$ cat src/rtl/sramlike_arbiter.sv
// ----------------------------------------------------------------------------
// sramlike_arbiter
//
// Purpose:
//   Shares one SRAM-like master port (and therefore one SRAM-like-to-AXI
//   bridge) between the instruction path and the data path. Transactions are
//   serialised: one address handshake, then every data beat of that
//   transaction, then a fresh arbitration on the following cycle.
//
// Handshake semantics (all SRAM-like ports):
//   A request is held with *_req high and stable fields until the cycle in
//   which *_addr_ok is high; that cycle is the address handshake. Each cycle
//   with *_data_ok high delivers one beat (*_rdata valid for reads). Reads
//   deliver burst_len+1 beats, writes exactly one beat.
//
// Ports:
//   clk, resetn         clock, asynchronous active-low reset
//   i_*  (in/out)       instruction requester: req/wr/size/addr/wdata/
//                       burst_len in, rdata/addr_ok/data_ok out
//   d_*  (in/out)       data requester, same meaning as i_*
//   m_*  (out/in)       master port towards the bridge
//   dbg_state_o         FSM state for observation: 0 IDLE, 1 ADDR, 2 DATA
//
// Configuration:
//   ARB_RR_EN  when defined, ties are broken by a 1-bit round-robin pointer
//              that flips to the other requester after every completed
//              transaction. When undefined, the data side has fixed priority
//              and the instruction side is forced after STARVE_LIMIT
//              consecutive data grants taken while it was waiting.
// ----------------------------------------------------------------------------
module sramlike_arbiter #(
    parameter int BEAT_CNT_W   = 8,
    parameter int STARVE_LIMIT = 4
) (
    input  logic        clk,
    input  logic        resetn,
    input  logic        i_req,
    input  logic        i_wr,
    input  logic [1:0]  i_size,
    input  logic [31:0] i_addr,
    input  logic [31:0] i_wdata,
    input  logic [7:0]  i_burst_len,
    output logic [31:0] i_rdata,
    output logic        i_addr_ok,
    output logic        i_data_ok,
    input  logic        d_req,
    input  logic        d_wr,
    input  logic [1:0]  d_size,
    input  logic [31:0] d_addr,
    input  logic [31:0] d_wdata,
    input  logic [7:0]  d_burst_len,
    output logic [31:0] d_rdata,
    output logic        d_addr_ok,
    output logic        d_data_ok,
    output logic        m_req,
    output logic        m_wr,
    output logic [1:0]  m_size,
    output logic [31:0] m_addr,
    output logic [31:0] m_wdata,
    output logic [7:0]  m_burst_len,
    input  logic [31:0] m_rdata,
    input  logic        m_addr_ok,
    input  logic        m_data_ok,
    output logic [1:0]  dbg_state_o
);

    typedef enum logic [1:0] {
        IDLE = 2'd0,
        ADDR = 2'd1,
        DATA = 2'd2
    } state_e;

    state_e                  state_q, state_d;
    logic                    owner_q, owner_d;   // 1 = data side owns the port
    logic [BEAT_CNT_W-1:0]   beats_q, beats_d;   // beats remaining after the current one

    logic                    gnt;       // IDLE-time winner, 1 = data side
    logic                    sel;       // side currently sourcing m_*
    logic                    sel_wr;
    logic [1:0]              sel_size;
    logic [31:0]             sel_addr;
    logic [31:0]             sel_wdata;
    logic [7:0]              sel_blen;
    logic                    req_int;   // m_req before reset gating
    logic                    hs;        // address handshake this cycle
    logic                    done;      // last beat of the transaction this cycle

`ifdef ARB_RR_EN
    logic rr_q, rr_d;                   // 1 = data side wins the next tie

    always_comb begin
        gnt = (i_req && d_req) ? rr_q : d_req;
    end

    always_comb begin
        rr_d = rr_q;
        if (done) begin
            rr_d = ~owner_q;
        end
    end

    always_ff @(posedge clk or negedge resetn) begin
        if (!resetn) begin
            rr_q <= 1'b0;
        end else begin
            rr_q <= rr_d;
        end
    end
`else
    localparam int SW = (STARVE_LIMIT < 1) ? 1 : $clog2(STARVE_LIMIT + 1);
    localparam logic [SW-1:0] LIMIT = SW'(STARVE_LIMIT);

    logic [SW-1:0] starve_q, starve_d;

    // Data side wins by default; a starved instruction side overrides it.
    always_comb begin
        gnt = (i_req && starve_q == LIMIT) ? 1'b0 : d_req;
    end

    // Counts data grants handed out while the instruction side was waiting.
    always_comb begin
        starve_d = starve_q;
        if (!i_req) begin
            starve_d = '0;
        end else if (hs && !sel) begin
            starve_d = '0;
        end else if (hs && sel && starve_q != LIMIT) begin
            starve_d = starve_q + 1'b1;
        end
    end

    always_ff @(posedge clk or negedge resetn) begin
        if (!resetn) begin
            starve_q <= '0;
        end else begin
            starve_q <= starve_d;
        end
    end
`endif

    // In IDLE the grant is combinational; afterwards only the registered
    // owner may drive the master port, so the grant cannot move mid-request.
    always_comb begin
        sel = (state_q == IDLE) ? gnt : owner_q;
    end

    always_comb begin
        sel_wr    = sel ? d_wr        : i_wr;
        sel_size  = sel ? d_size      : i_size;
        sel_addr  = sel ? d_addr      : i_addr;
        sel_wdata = sel ? d_wdata     : i_wdata;
        sel_blen  = sel ? d_burst_len : i_burst_len;
    end

    // Next-state logic. m_data_ok outside DATA is a bridge protocol error and
    // is deliberately ignored.
    always_comb begin
        state_d = state_q;
        owner_d = owner_q;
        beats_d = beats_q;
        req_int = 1'b0;
        hs      = 1'b0;
        done    = 1'b0;
        case (state_q)
            IDLE: begin
                if (i_req || d_req) begin
                    req_int = 1'b1;
                    owner_d = gnt;
                    if (m_addr_ok) begin
                        hs      = 1'b1;
                        state_d = DATA;
                    end else begin
                        state_d = ADDR;
                    end
                end
            end
            ADDR: begin
                req_int = 1'b1;
                if (m_addr_ok) begin
                    hs      = 1'b1;
                    state_d = DATA;
                end
            end
            DATA: begin
                if (m_data_ok) begin
                    if (beats_q == '0) begin
                        done    = 1'b1;
                        state_d = IDLE;
                    end else begin
                        beats_d = beats_q - 1'b1;
                    end
                end
            end
            default: begin
                state_d = IDLE;
            end
        endcase
        // Writes are single-beat regardless of burst_len.
        if (hs) begin
            beats_d = sel_wr ? '0 : BEAT_CNT_W'(sel_blen);
        end
    end

    always_ff @(posedge clk or negedge resetn) begin
        if (!resetn) begin
            state_q <= IDLE;
            owner_q <= 1'b0;
            beats_q <= '0;
        end else begin
            state_q <= state_d;
            owner_q <= owner_d;
            beats_q <= beats_d;
        end
    end

    // Every output is forced low while reset is asserted, independent of the
    // inputs, because the bridge is held in reset by the same signal.
    always_comb begin
        m_req       = 1'b0;
        m_wr        = 1'b0;
        m_size      = '0;
        m_addr      = '0;
        m_wdata     = '0;
        m_burst_len = '0;
        i_addr_ok   = 1'b0;
        d_addr_ok   = 1'b0;
        i_data_ok   = 1'b0;
        d_data_ok   = 1'b0;
        i_rdata     = '0;
        d_rdata     = '0;
        dbg_state_o = 2'd0;
        if (resetn) begin
            m_req       = req_int;
            m_wr        = sel_wr;
            m_size      = sel_size;
            m_addr      = sel_addr;
            m_wdata     = sel_wdata;
            m_burst_len = sel_blen;
            i_addr_ok   = hs && !sel;
            d_addr_ok   = hs && sel;
            i_data_ok   = (state_q == DATA) && m_data_ok && !owner_q;
            d_data_ok   = (state_q == DATA) && m_data_ok && owner_q;
            i_rdata     = m_rdata;
            d_rdata     = m_rdata;
            dbg_state_o = state_q;
        end
    end

endmodule

$ cat config.mk
export PLATFORM = sky130hd
export DESIGN_NAME = sramlike_arbiter
export DESIGN_NICKNAME = d
export VERILOG_FILES = /design/src/rtl/sramlike_arbiter.sv
export SDC_FILE = /design/constraint.sdc
export NUM_CORES = 1
export LEC_CHECK = 0
export CAP_MARGIN = 20
export CORE_AREA = 2 2 131 133
export CTS_CLUSTER_DIAMETER = 30
export CTS_CLUSTER_SIZE = 12
export DETAILED_ROUTE_END_ITERATION = 10
export DIE_AREA = 0 0 133 135
export SYNTH_ARGS = -nofsm -noshare
export SYNTH_HDL_FRONTEND = slang
export SYNTH_SLANG_ARGS = --single-unit
$ cat constraint.sdc
create_clock -name clk -period 5.6 [get_ports clk]
set_input_delay 0.84 -clock clk [delete_from_list [all_inputs] [get_ports clk]]
set_output_delay 0.84 -clock clk [all_outputs]
set_load 0.005 [all_outputs]
==> impl_metrics.tcl <==
# implementation run metrics
set metrics [dict create \
    finish.instance_area_um2 6120 \
    arrival_ns 3.46 \
    clock_path_buffers 2 \
    grt_pass1_vias 3974 \
    grt_setup_unrepaired "no" \
    placed_area_um2 6040 \
    gr-total-overflow 0 \
    setup_viol 0 \
    antenna_found_initial 2 \
    grt_use_total 0.168 \
    cts-root-buf "clkbuf_16" \
    yosys.stat.seqShare 0.127 \
    power.leakage_nw 2.38 \
    maxCapViolations 0 \
    lay_top_cells "clkdlybuf4s50_1 (332), nand2_1 (163), a21boi_0 (75), and2_1 (34), nand3_1 (15)" \
    ir_drop_v 0.000138 \
    final-clk-cell-share 0.0123 \
    ys_cells 449 \
    finalHoldViolCount 0 \
    clock_buffers 3 \
    syn_area_um2 2770 \
    post-route-min-period_ns 4.30 \
    antenna_cells 2 \
    avgViaCountPerCell 4.22 \
    synth_nets 641 \
    die_w_um 133 \
    slowest_stage "clkdlybuf4s50_1" \
    power_w 0.00177 \
    power_density_nw_per_um2 289 \
    lay_top_count "clkdlybuf4s50_1" \
    syn_inst 449 \
    ant_nets 0 \
    final_cells 945 \
    worst-path-max-fanout 38 \
    top_layer "met4" \
    fp.coreArea_um2 16400 \
    worstPathCellList "clkdlybuf4s50_1 -> nand3_1 -> a31o_4 -> buf_4 -> nand2_1 -> a21boi_0 -> clkdlybuf4s50_1" \
    relSlewSlack 0.502 \
    drtPass1Iterations 4 \
    fillers 1741 \
    grt.busiest_layer "met2" \
    place_congestion 0.795 \
    die_y_um 135 \
    globalRouteMet3Util 0.0368 \
    place_inst 940 \
    worst_slew_pin_slew_ns 0.748 \
    grt_start_max_net_pins 88 \
    start_kind "input port" \
    dp_hpwl_um 13100 \
    post_cts_buffers 0 \
    top_area_frac 0.221 \
    wl_met3_um 1240 \
    status "finished clean" \
    dieArea_um2 18000 \
    warnings 28 \
    cts_made_buffers 3 \
    inverters 5 \
    crit_top_cell "clkdlybuf4s50_1" \
    seq_share 0.0572 \
    synthTopCellsByCount "nand2_1 (163), a21boi_0 (75), and2_1 (34)" \
    crit_type "in -> out" \
    clk_pin_slew_worst_paths_ns 0.05 \
    wl_met2_um 8140 \
    cp_slowest_stage_delay_ns 0.58 \
    comb_area_um2 2030 \
    yosysWarnings 0 \
    max_freq_ghz 0.233 \
    fin_nets 917 \
    route.detailed.drc 0 \
    clkSinkCount 14 \
    cts_tree "built" \
    rows 47 \
    setup_tns_ns 0 \
    yosys_area_um2 2770 \
    edf_count 0 \
    synth-main-ff-cell "dfrtp_1" \
    wl_per_cell_um 17.1 \
    clk_latency_ns 0.24 \
    comb_area_share 0.331 \
    routedLengthMet1_um 6740 \
    seqCellArea_um2 350 \
    cp.required_ns 4.76 \
    initCoreUtil 0.169 \
    synthToLayoutAreaGrowth_pct 121 \
    synth_dominant_cell_count "nand2_1" \
    min_path_type "reg -> reg" \
    port_buffers 333 \
    hold_buffers 0 \
    synth-async-reset-ratio 1.00 \
    ys_types 43 \
    grt_pass1_wl_um 23500 \
    drt_iter0_drc 128 \
    bufAreaShareNonClock 0.551 \
    nMultiInputCombCells 364 \
    period_used_share 0.767 \
    layout.area.top_class "non-clock buffers" \
    drv_slew 0 \
    ios 334 \
    syn-mean-instance-area_um2 6.16 \
    flops 14 \
    ys_seq_elements 14 \
    path_delay_family "buffers and inverters" \
    clock_skew_ns 0.00513 \
    drive_gt1_frac 0.0207 \
    path_buffers 3 \
    largest_area_cell "nand2_1" \
    h-tree-depth 1 \
    met2_usage 0.300 \
    nonClockBufferCount 337 \
    nWellTaps 220 \
    crit_path_end_kind "primary output" \
    cts.repair.resized 0 \
    top_cells_by_area "nand2_1 (22%), a21boi_0 (20%), dfrtp_1 (13%), buf_4 (8.7%), and2_1 (7.7%)" \
]
-- worst register-to-register path: cells and delay by family (launching register included) --
| kind | cells | cell delay [ns] |
|---|---|---|
| fa+ha+maj | 1 | 0.21 |
| compound gates | 3 | 0.76 |
| mux | 1 | 0.29 |
| simple gates | 1 | 0.17 |
| flops | 1 | 0.40 |
| buf+inv | 2 | 0.39 |
-- metrics by stage --
| stage | hold WS (ns) | utilization | worst slack [ns] |
|---|---|---|---|
| 4_1_cts | 0.528 | 0.373 | 1.24 |
| 3_5_place_dp | 0.517 | 0.368 | 1.26 |
| 5_1_grt | 0.569 | 0.373 | 1.15 |
| 2_1_floorplan | 0.475 | - | 2.89 |
| 3_3_place_gp | 0.510 | 0.368 | 1.26 |
| 6_report | 0.529 | 0.373 | 1.30 |
-- final timing paths --
path	from	end	slack (ns)	cells after the start
setup / recovery	i_req	m_addr[28]	1.30	7
hold / removal	starve_q[1]	starve_q[1]	0.53	2
setup reg to reg	starve_q[0]	beats_q[7]	3.31	8
hold reg to reg	starve_q[1]	starve_q[1]	0.53	2
max in group asynchronous	resetn	starve_q[0]	4.02	2
min in group asynchronous	resetn	state_q[1]	0.65	1
-- logic make-up (layout without fill, tap and decap cells) --
group / Yosys count / after routing / share of synthesized area
adders and majority gates: 4 / 4 / 0.0181
AOI/OAI and AO/OA: 110 / 110 / 0.294
and+or+nand+nor: 248 / 248 / 0.405
other: 0 / 2 / 0
muxes: 2 / 2 / 0.00724
DFF: 14 / 14 / 0.127
buffers and inverters: 71 / 345 / 0.149
-- where the power goes --
part           leakage, nW  switching, W  internal (W)
logic                 2.16      0.000714      0.000716
registers            0.178     0.0000592      0.000144
clock network       0.0370     0.0000429     0.0000936
-- state kept, by name, indices dropped and copies added, names as in the netlist --
register / cells
state_q: 2
starve_q: 3
beats_q: 8
owner_q: 1
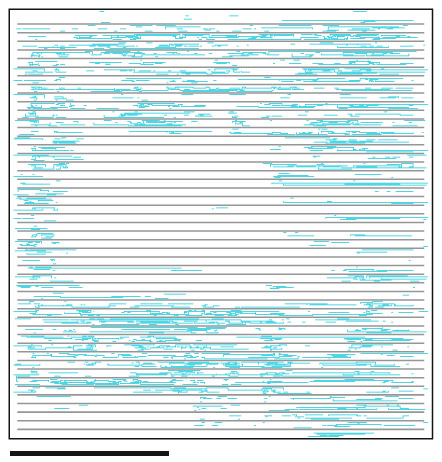
m1.png
Bar = 50 um. Supply wires on this layer in grey.
main direction	horizontal
share of all routed wire	42%
drt total wl: 16200 um
GR Layer Usage met1: 0.209
Via Count: 3986

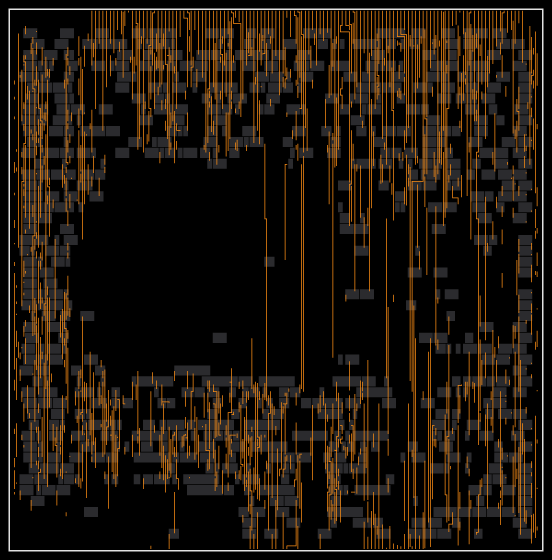
m2.png
wire length on this layer	8140 um
longest straight run	59.5 um
share of all routed wire	50%
nets with wire on the layer	727
main direction	vertical

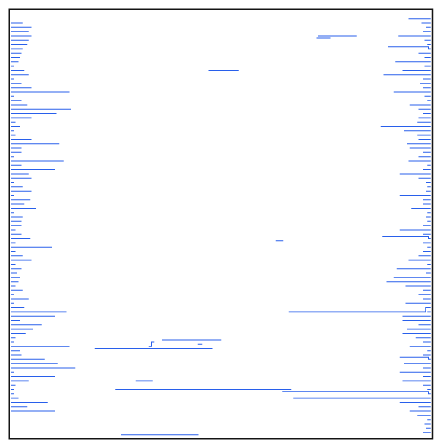
m3.png
wire length on this layer	1240 um
nets with wire on the layer	196

Power is estimated from default activity; no workload was simulated.
